`config.mk`:
```
export PLATFORM = sky130hd
export DESIGN_NAME = rr_arbiter_8
export DESIGN_NICKNAME = d
export VERILOG_FILES = /design/src/rtl/rr_arbiter_8_pkg.sv /design/src/rtl/rr_arbiter_8_gnt_decode.sv /design/src/rtl/rr_arbiter_8.sv
export SDC_FILE = /design/constraint.sdc
export NUM_CORES = 1
export LEC_CHECK = 0
export CAP_MARGIN = 10
export CORE_MARGIN = 8
export CORE_UTILIZATION = 40
export DETAILED_ROUTE_END_ITERATION = 7
export SETUP_SLACK_MARGIN = 0.3
export SLEW_MARGIN = 20
export SYNTH_ARGS = -nofsm -noshare
export SYNTH_HDL_FRONTEND = slang
export SYNTH_HIERARCHICAL = 1
export SYNTH_SLANG_ARGS = --single-unit
```
`constraint.sdc`:
```
create_clock -name clk -period 4.6 [get_ports clk]
set_clock_uncertainty 0.05 [all_clocks]
set_input_delay 0.92 -clock clk [delete_from_list [all_inputs] [get_ports clk]]
set_output_delay 0.92 -clock clk [all_outputs]
set_load 0.03 [all_outputs]
```
`src/rtl/rr_arbiter_8_pkg.sv`:
```
// Shared definitions for the 8-way round-robin arbiter: state encoding,
// requester count and the all-released grant pattern.
package rr_arbiter_8_pkg;

  localparam int N_REQ  = 8;
  localparam int ADDR_W = 3;

  localparam logic [N_REQ-1:0] GNT_NONE = 8'hFF;

  typedef enum logic [1:0] {
    IDLE  = 2'd0,
    GRANT = 2'd1,
    GAP   = 2'd2
  } arb_state_e;

  // Modulo-8 index arithmetic; the carry out of the 3-bit sum is the wrap.
  function automatic logic [ADDR_W-1:0] wrap_add(input logic [ADDR_W-1:0] a,
                                                 input logic [ADDR_W-1:0] b);
    return a + b;
  endfunction

endpackage

```
`src/rtl/rr_arbiter_8_gnt_decode.sv`:
```
// Combinational 3-to-8 active-low grant decoder; all ones when not valid,
// so the registered result can never be multi-hot.
module rr_arbiter_8_gnt_decode
  import rr_arbiter_8_pkg::*;
(
  input  logic [ADDR_W-1:0] gnt_addr,
  input  logic              gnt_valid,
  output logic [N_REQ-1:0]  gnt_n
);

  for (genvar gi = 0; gi < N_REQ; gi++) begin : g_dec
    assign gnt_n[gi] = ~(gnt_valid && (gnt_addr == ADDR_W'(gi)));
  end

endmodule

```
`src/rtl/rr_arbiter_8.sv`:
```
// Eight-way round-robin arbiter with active-low requests and registered
// active-low one-hot grant, hold limit and one-cycle bus turnaround.
module rr_arbiter_8
  import rr_arbiter_8_pkg::*;
#(
  parameter int MAX_HOLD = 16
) (
  input  logic              clk,
  input  logic              rst_n,
  input  logic              en,
  input  logic [N_REQ-1:0]  req_n,
  input  logic              done,
  output logic [N_REQ-1:0]  gnt_n,
  output logic [ADDR_W-1:0] gnt_addr,
  output logic              gnt_valid,
  output logic              timeout
);

  localparam int                HOLD_W   = $clog2(MAX_HOLD + 1);
  localparam logic [HOLD_W-1:0] HOLD_MAX = HOLD_W'(MAX_HOLD);

  arb_state_e        state_reg, state_next;
  logic [ADDR_W-1:0] last_reg, last_next;
  logic [HOLD_W-1:0] hold_reg, hold_next;
  logic [ADDR_W-1:0] addr_reg, addr_next;
  logic              valid_reg, valid_next;
  logic              timeout_reg, timeout_next;
  logic [N_REQ-1:0]  gnt_n_reg, gnt_n_next;

  logic [N_REQ-1:0]  req_act;
  logic [N_REQ-1:0]  req_rot;
  logic [ADDR_W-1:0] start_idx;
  logic [ADDR_W-1:0] rot_idx;
  logic              rot_hit;
  logic [ADDR_W-1:0] winner;
  logic              owner_drop;
  logic              hold_at_max;
  logic              release_now;

  assign req_act   = ~req_n;
  assign start_idx = wrap_add(last_reg, ADDR_W'(1));

  // Rotate so that bit 0 of req_rot is the requester just after the last owner.
  for (genvar gi = 0; gi < N_REQ; gi++) begin : g_rot
    assign req_rot[gi] = req_act[wrap_add(start_idx, ADDR_W'(gi))];
  end

  always_comb begin
    rot_hit = 1'b0;
    rot_idx = '0;
    for (int i = N_REQ - 1; i >= 0; i--) begin
      if (req_rot[i]) begin
        rot_hit = 1'b1;
        rot_idx = ADDR_W'(i);
      end
    end
  end

  assign winner      = wrap_add(start_idx, rot_idx);
  assign owner_drop  = req_n[addr_reg];
  assign hold_at_max = (hold_reg == HOLD_MAX);
  assign release_now = done || owner_drop || hold_at_max;

  always_comb begin
    state_next   = state_reg;
    last_next    = last_reg;
    hold_next    = hold_reg;
    addr_next    = addr_reg;
    valid_next   = 1'b0;
    timeout_next = 1'b0;
    if (!en) begin
      // Disable overrides everything, including a pending release or timeout.
      state_next = IDLE;
      hold_next  = '0;
    end else begin
      case (state_reg)
        IDLE: begin
          if (rot_hit) begin
            state_next = GRANT;
            addr_next  = winner;
            last_next  = winner;
            valid_next = 1'b1;
            hold_next  = HOLD_W'(1);
          end
        end
        GRANT: begin
          if (release_now) begin
            state_next   = GAP;
            hold_next    = '0;
            timeout_next = hold_at_max && !done && !owner_drop;
          end else begin
            valid_next = 1'b1;
            hold_next  = hold_reg + HOLD_W'(1);
          end
        end
        GAP: begin
          state_next = IDLE;
        end
        default: begin
          state_next = IDLE;
          hold_next  = '0;
        end
      endcase
    end
  end

  rr_arbiter_8_gnt_decode u_gnt_decode (
    .gnt_addr  (addr_next),
    .gnt_valid (valid_next),
    .gnt_n     (gnt_n_next)
  );

  always_ff @(posedge clk or negedge rst_n) begin
    if (!rst_n) begin
      state_reg   <= IDLE;
      last_reg    <= ADDR_W'(N_REQ - 1);
      hold_reg    <= '0;
      addr_reg    <= '0;
      valid_reg   <= 1'b0;
      timeout_reg <= 1'b0;
      gnt_n_reg   <= GNT_NONE;
    end else begin
      state_reg   <= state_next;
      last_reg    <= last_next;
      hold_reg    <= hold_next;
      addr_reg    <= addr_next;
      valid_reg   <= valid_next;
      timeout_reg <= timeout_next;
      gnt_n_reg   <= gnt_n_next;
    end
  end

  assign gnt_n     = gnt_n_reg;
  assign gnt_addr  = addr_reg;
  assign gnt_valid = valid_reg;
  assign timeout   = timeout_reg;

endmodule

```
**Run 1: placed standard cells**

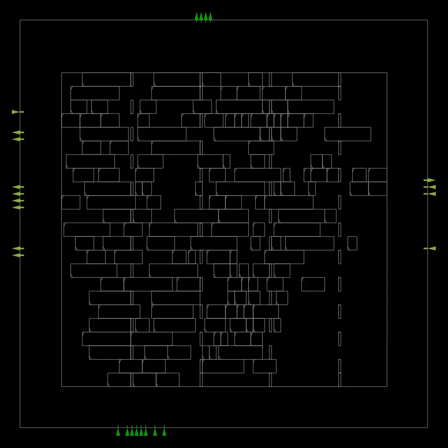
Placement Rows: 23
core area: 4060 µm²
fill count: 351

**Run 1: drive-strength map**

Scale bar: 20 µm.
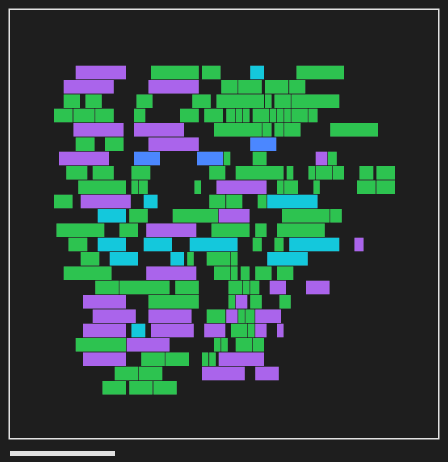
legend:
  blue:
    size: drive 6 and up
    cells: 3
    share: 1.9%
  purple:
    size: drive 2
    cells: 32
    share: 20%
  cyan:
    size: drive 3 to 4
    cells: 12
    share: 7.4%
  green:
    size: drive 1 or less
    cells: 115
    share: 71%
design area: 2060 µm²
area grow syn2layout: 21.3%
Signal buffers: 27
Final Worst Setup Slack: 624 ps

**Run 1: sequential cells grouped by signal name**

Scale bar: 20 µm. Other sequential cells in the stronger gray, the rest of the logic in the fainter gray.
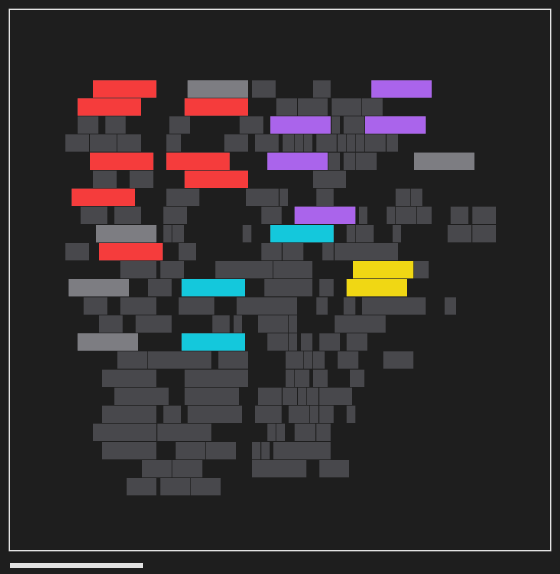
legend:
  yellow:
    netlist_name: `state_reg`
    flops: 2
  cyan:
    netlist_name: `last_reg`
    flops: 3
  red:
    netlist_name: `gnt_n`
    flops: 8
    where: top left
  purple:
    netlist_name: `hold_reg`
    flops: 5
    where: top middle
not colored: 5
final core occ: 50.8%
fraction of area in registers: 28.6%

**Run 1: routed clock nets over the placement**

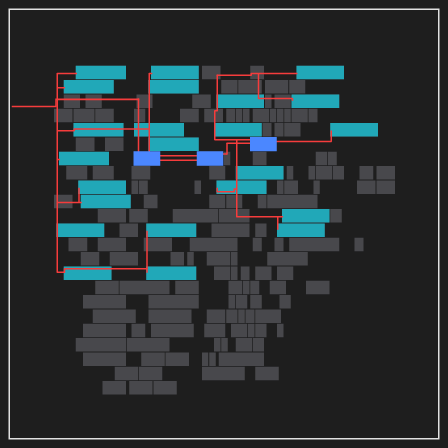
legend:
  blue:
    item: cells driving clock nets
    count: 3
  red:
    item: clock wires
    length: 281 µm
  cyan:
    item: flip-flops
    count: 23
routed clock nets: 4
clk ins delay skew pair: 260 ps

==> impl_metrics.toml, run 1 <==
# implementation run metrics
[status]
run_status = "finished clean"

[yosys]
avgSynthCellArea_um2 = 12.4
fa_ha_area_share_pct = 4.85
synth.top_cell.area_share_pct = 17.6
ys_area_um2 = 1700
synth.ff_latch_count = 23
ys.flop_type = "dfrtp_1"
logic_family = "multiplexers"
yosysMostFrequentCell = "nand2_1"
mux_share_pct = 21.6
area_leaders = "dfrtp_1, dfstp_2, mux4_2"
synthTopCellsByCount = "nand2_1, dfrtp_1, dfstp_2"
xor_share_pct = 7.35

[clock_tree]
cts_buffer_depth = 2
cts_htree_levels = 1
numCtsBuffers = 3
clkTransAtPathRegs_ps = 80
cts_tree = "done"
cts.sinks = 23

[job]
log.warning_count = 28

[setup_path]
critPathLaunch = "last_reg[0]"
reg2regPathDepth = 15
timing.rr.end = "gnt_n[0]"
startpoint_type = "flip-flop"
r2r_slack_ps = 620
arrival_ps = 4110
crit_type = "reg -> reg"
critPathCaptureType = "flip-flop"
worstPathRequired_ps = 4730

[placement]
placed_area_um2 = 1990
hpwlAfterDp_mm = 2.72
portBuffers = 24

[timing]
worstMarginPinSlew_ps = 585
grt_setup_unrepaired = "no"
slew_viol_final = 0

[drt]
wl_mm = 3.56
drc_errors = 0
vias_per_cell = 5.72
drt_iter0_drc = 115

[global_routing]
grt_max_degree = 24
grt-ovfl-total = 0
grt_util_all_layers_pct = 11.6
grt_pass1_vias = 1301

[die]
die-height_um = 81.2
n_tap_cell = 50

[layout]
inverters = 10
diodes = 0
flops = 23

[hold_path]
min_to = "timeout"
run 1: layer usage:
layer	vias to the layer above	track usage, %	share of wire [%]
li1	572	-	-
met1	616	14.5	47
met2	21	18.6	46
met3	4	4.30	5.5
met4	0	2.68	1.1
met5	-	0	0
run 1: metrics by stage:
| step | setup WS [ps] | hold slack [ps] | utilization [%] | std cells |
|---|---|---|---|---|
| after floorplan | 446 | 462 | - | 137 |
| after global placement | 208 | 472 | 48.9 | 208 |
| after detailed placement | 121 | 493 | 48.9 | 208 |
| after CTS | 380 | 509 | 50.1 | 212 |
| after global routing | 413 | 534 | 50.8 | 212 |
| final | 624 | 506 | 50.8 | 212 |
run 1: cell families (layout without fill, tap and decap cells):
| logic type | count (synthesis) | count (layout) |
|---|---|---|
| AND-OR/OR-AND | 25 | 25 |
| buffers and inverters | 16 | 41 |
| AND/OR/NAND/NOR | 38 | 38 |
| flip-flops | 23 | 23 |
| multiplexers | 19 | 19 |
| adder cells (fa/ha/maj) | 6 | 6 |
| XOR/XNOR | 10 | 10 |
run 1: critical path: stages, from the launching register on:
cell and delay (ps):
dfstp_2 530, inv_1 70, ha_4 340, mux4_2 560, nand2_1 80, mux4_2 220, a22o_1 120, a21oi_1 60
a211oi_1 170, a21oi_1 70, ha_1 200, fa_1 390, xor2_1 180, xnor2_1 220, o21ai_1 90, or4b_1 530
run 1: repair_timing:
action                     CTS  global route
resized                      0            15
setup endpoints to repair    0             1
buffers inserted             0             0
hold buffers                 0             0
## Run 2: what changed since run 1
--- a/config.mk
+++ b/config.mk
@@ -5,11 +5,13 @@
 export SDC_FILE = /design/constraint.sdc
 export NUM_CORES = 1
 export LEC_CHECK = 0
+export ABC_CLOCK_PERIOD_IN_PS = 4600
 export CAP_MARGIN = 10
 export CORE_MARGIN = 8
 export CORE_UTILIZATION = 40
 export DETAILED_ROUTE_END_ITERATION = 7
 export SETUP_SLACK_MARGIN = 0.3
+export SKIP_CTS_REPAIR_TIMING = 1
 export SLEW_MARGIN = 20
 export SYNTH_ARGS = -nofsm -noshare
 export SYNTH_HDL_FRONTEND = slang
**Run 2: drive-strength map**

Scale bar: 20 µm.
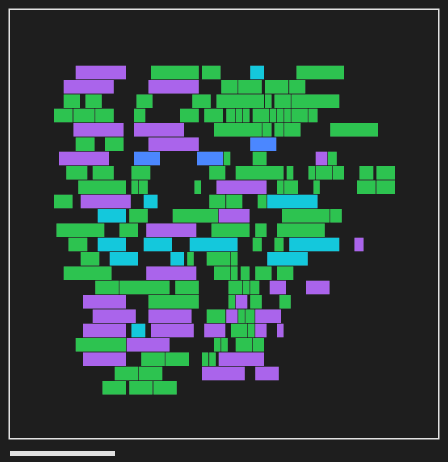

**Run 2: routed clock nets over the placement**

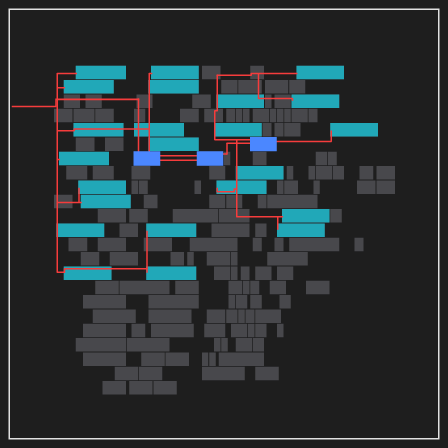
legend:
  cyan:
    item: flip-flops
    count: 23
  blue:
    item: cells driving clock nets
    count: 3
  red:
    item: clock wires
    length: 281 µm
routed clock nets: 4

**Run 2: sequential cells grouped by signal name**

Scale bar: 20 µm. Other sequential cells in the stronger gray, the rest of the logic in the fainter gray.
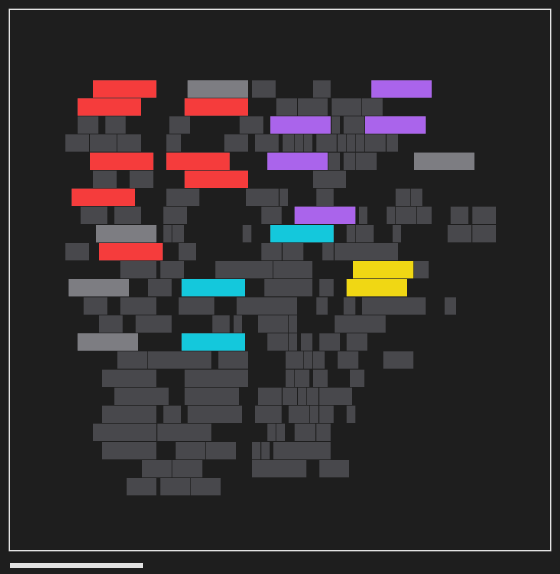
FF+latch area: 589 µm²

==> run 2 against run 1 <==
  * Non-clock buffer count is the same
  * Highest routed layer unchanged
  * Area after synthesis is the same
==> impl_metrics.toml, run 2 <==
# implementation run metrics
[placement]
placed_cells = 208
globalplace.congestion = 0.797
dp_slack_ps = 121
hpwlAfterDp_mm = 2.72
portBuffers = 24

[clock_tree]
insertion_delay_ps = 260
cts_tree = "done"
numCtsBuffers = 3
clkTransAtPathRegs_ps = 80
cts.sinks = 23
cts_buffer_depth = 2

[setup_path]
arrival_ps = 4110
r2r_slack_ps = 620
critPathCaptureType = "flip-flop"
startpoint_type = "flip-flop"

[yosys]
synth.ff_latch_count = 23
logic_family = "multiplexers"
area_leaders = "dfrtp_1, dfstp_2, mux4_2"
avgSynthCellArea_um2 = 12.4
yosysMostFrequentCell = "nand2_1"
async_flop_share_pct = 100
xor_share_pct = 7.35
synthTopCellsByCount = "nand2_1, dfrtp_1, dfstp_2"
mux_share_pct = 21.6

[timing]
worstMarginPinSlew_ps = 585
timing.fmax_mhz = 252
setup_ws_ps = 624
grt_setup_unrepaired = "no"
slew_viol_final = 0

[layout]
area_delta_synth_final_pct = 21.3
lay_top_cells = "clkdlybuf4s50_1, dfrtp_1, nand2_1, dfstp_2, inv_1"
nFillCells = 351
diodes = 0

[hold_path]
hp-class = "reg -> reg"

[status]
run_status = "finished clean"

[die]
core-area_um2 = 4060
rows = 23
die-height_um = 81.2

[job]
log.warning_count = 28

[drt]
wl_mm = 3.56
vias_per_cell = 5.72

[global_routing]
grt_util_all_layers_pct = 11.6
grt_pass1_vias = 1301
grt-ovfl-total = 0
## run 2: cell counts after synthesis
Identical to the previous run, type by type.
## run 2: per-layer routing
metal  wire [µm]  up-vias  global-route usage (%)
li1            -      572                       -
met5           0        -                       0
met3         196        4                    4.30
met4          39        0                    2.68
met2        1630       21                    18.6
met1        1690      616                    14.5
## run 2: critical path: stages (launching register included)
cell and delay, ps:
dfstp_2 530, inv_1 70, ha_4 340, mux4_2 560, nand2_1 80, mux4_2 220, a22o_1 120, a21oi_1 60
a211oi_1 170, a21oi_1 70, ha_1 200, fa_1 390, xor2_1 180, xnor2_1 220, o21ai_1 90, or4b_1 530
## run 2: worst paths after layout
path,from,to,cells after the start
min in group asynchronous,rst_n,state_reg[0],1
worst max-delay path,last_reg[0],gnt_n[0],15
worst min-delay path,state_reg[0],timeout,2
max in group asynchronous,rst_n,gnt_n[6],1
worst max register to register,last_reg[0],gnt_n[0],15
worst min register to register,state_reg[0],timeout,2
## run 2: layout make-up
cell class	instances	area (µm²)	area share (%)
Clock buffer	3	41.3	2.00
Multi-Input combinational cell	98	1050	50.8
Sequential cell	23	589	28.6
Clock inverter	1	7.51	0.364
Inverter	10	37.5	1.82
Tap cell	50	62.6	3.03
Timing Repair Buffer	27	278	13.5
## run 2: through the flow
step / utilization, % / area (µm²)
final: 50.8 / 2060
after global routing: 50.8 / 2060
after CTS: 50.1 / 2030
after detailed placement: 48.9 / 1990
after global placement: 48.9 / 1990
after floorplan: - / 1700
## Run 3: what changed since run 2
--- a/config.mk
+++ b/config.mk
@@ -5,6 +5,7 @@
 export SDC_FILE = /design/constraint.sdc
 export NUM_CORES = 1
 export LEC_CHECK = 0
+export ABC_AREA = 1
 export ABC_CLOCK_PERIOD_IN_PS = 4600
 export CAP_MARGIN = 10
 export CORE_MARGIN = 8
**Run 3: sequential cells grouped by signal name**

Scale bar: 20 µm. Other sequential cells in the stronger gray, the rest of the logic in the fainter gray.
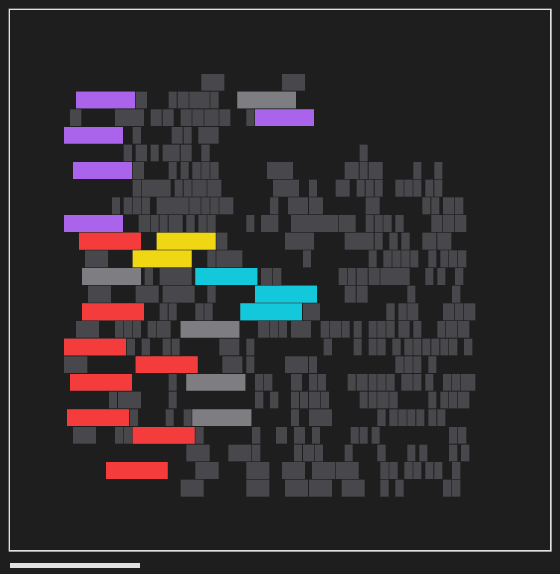
legend:
  yellow:
    netlist_name: `state_reg`
    flops: 2
  cyan:
    netlist_name: `last_reg`
    flops: 3
  purple:
    netlist_name: `hold_reg`
    flops: 5
    where: top left
  red:
    netlist_name: `gnt_n`
    flops: 8
not colored: 5
final core occ: 48.4%

**Run 3: routed metal per tile**

17 x 17 tiles, from dark blue (low) to red (high), scaled to the fullest tile. Values are wire area over tile area, all layers added.
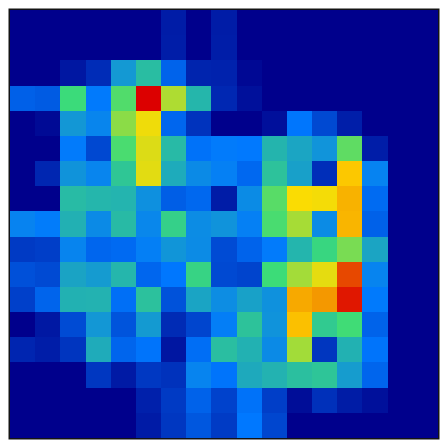
mean over tiles: 0.095
fullest tile: 0.47
tiles over half the peak: 9.7%
nearly empty tiles: 35%
emptiest ninth of the die: top right
Total Wirelength: 4.20 mm
vias: 1,744
Overall Global Routing Usage: 12.0%
WL/cell: 11.7 µm

==> run 3 against run 2 <==
  * Sequential share of layout area shrank 0.61 points
  * Wire length increased by 18%
  * Die size up 5.0%
  * Worst setup slack gained 370 ps
  * Utilization is 2.4 points lower
  * Design area increased by 2.2%
  * Critical endpoint is now gnt_n[3]
==> impl_metrics.toml, run 3 <==
# implementation run metrics
[clock_tree]
cts.sinks = 23

[setup_path]
crit_buf_inv = 2
crit_top_cell = "nand2_1"
crit_type = "reg -> reg"

[drt]
drt_iter0_drc = 77
drc_errors = 0

[timing]
grt_setup_unrepaired = "no"
worstMarginPinSlew_ps = 495
timing.fmax_mhz = 278

[yosys]
yosysMostFrequentCell = "nand2_1"
synthTopCellsByCount = "nand2_1, nand3_1, inv_1"
synth.top_cell.area_share_pct = 29.1
async_flop_share_pct = 100
synth.ff_latch_count = 23

[hold_path]
hp-class = "reg -> reg"

[global_routing]
grt_pass1_vias = 1640

[placement]
hpwlAfterDp_mm = 3.27
portBuffers = 24

[layout]
diodes = 0
lay_top_cells = "nand2_1, nand3_1, inv_1"
nFillCells = 460

[status]
run_status = "finished clean"

[die]
rows = 24
**Run 3: drive-strength map**

Scale bar: 20 µm.
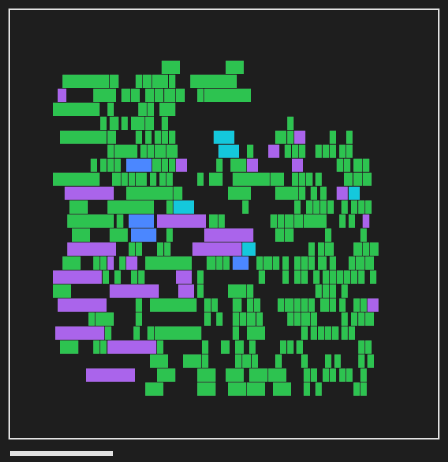
Signal buffers: 25
area grow syn2layout: 16.6%

==> run 3: netlist changes by cell type in the layout (fill, tap and decap cells not counted), moves of 7 or more <==
cell / delta
nand3_1: +30
clkdlybuf4s50_1: +8
nand2_1: +129
mux4_2: -8
nor2_1: +7
inv_1: +21
dlymetal6s2s_1: -8
==> run 3: area by class of cell <==
class / instances / area (µm²) / area share, %
well taps: 52 / 65.1 / 3.09
repair buffers: 25 / 243 / 11.5
multi-input cells: 221 / 1030 / 48.9
clock buffers: 4 / 45.0 / 2.14
inverters: 34 / 135 / 6.41
flip-flops and latches: 23 / 589 / 28.0
==> run 3: cell families after synthesis <==
family                   share of synthesized area, %
adder cells (fa/ha/maj)                          4.57
AND/OR/NAND/NOR                                  47.1
XOR/XNOR                                         1.45
AND-OR/OR-AND                                    3.95
flip-flops                                       32.6
buffers and inverters                            10.4
==> run 3: path summary, 6_finish.rpt <==
path | from | slack (ps) | end
worst max register to register | last_reg[0] | 1000 | gnt_n[3]
min in group asynchronous | rst_n | 570 | hold_reg[3]
worst min-delay path | last_reg[1] | 450 | last_reg[1]
max in group asynchronous | rst_n | 3570 | gnt_n[7]
worst min register to register | last_reg[1] | 450 | last_reg[1]
worst max-delay path | last_reg[0] | 1000 | gnt_n[3]
==> run 3: per-layer routing <==
metal	GRT usage, %	routed length, µm	up-vias
li1	-	-	926
met1	15.8	2000	787
met2	19.8	2010	27
met3	1.76	140	4
met4	3.19	55	0
met5	0	0	-
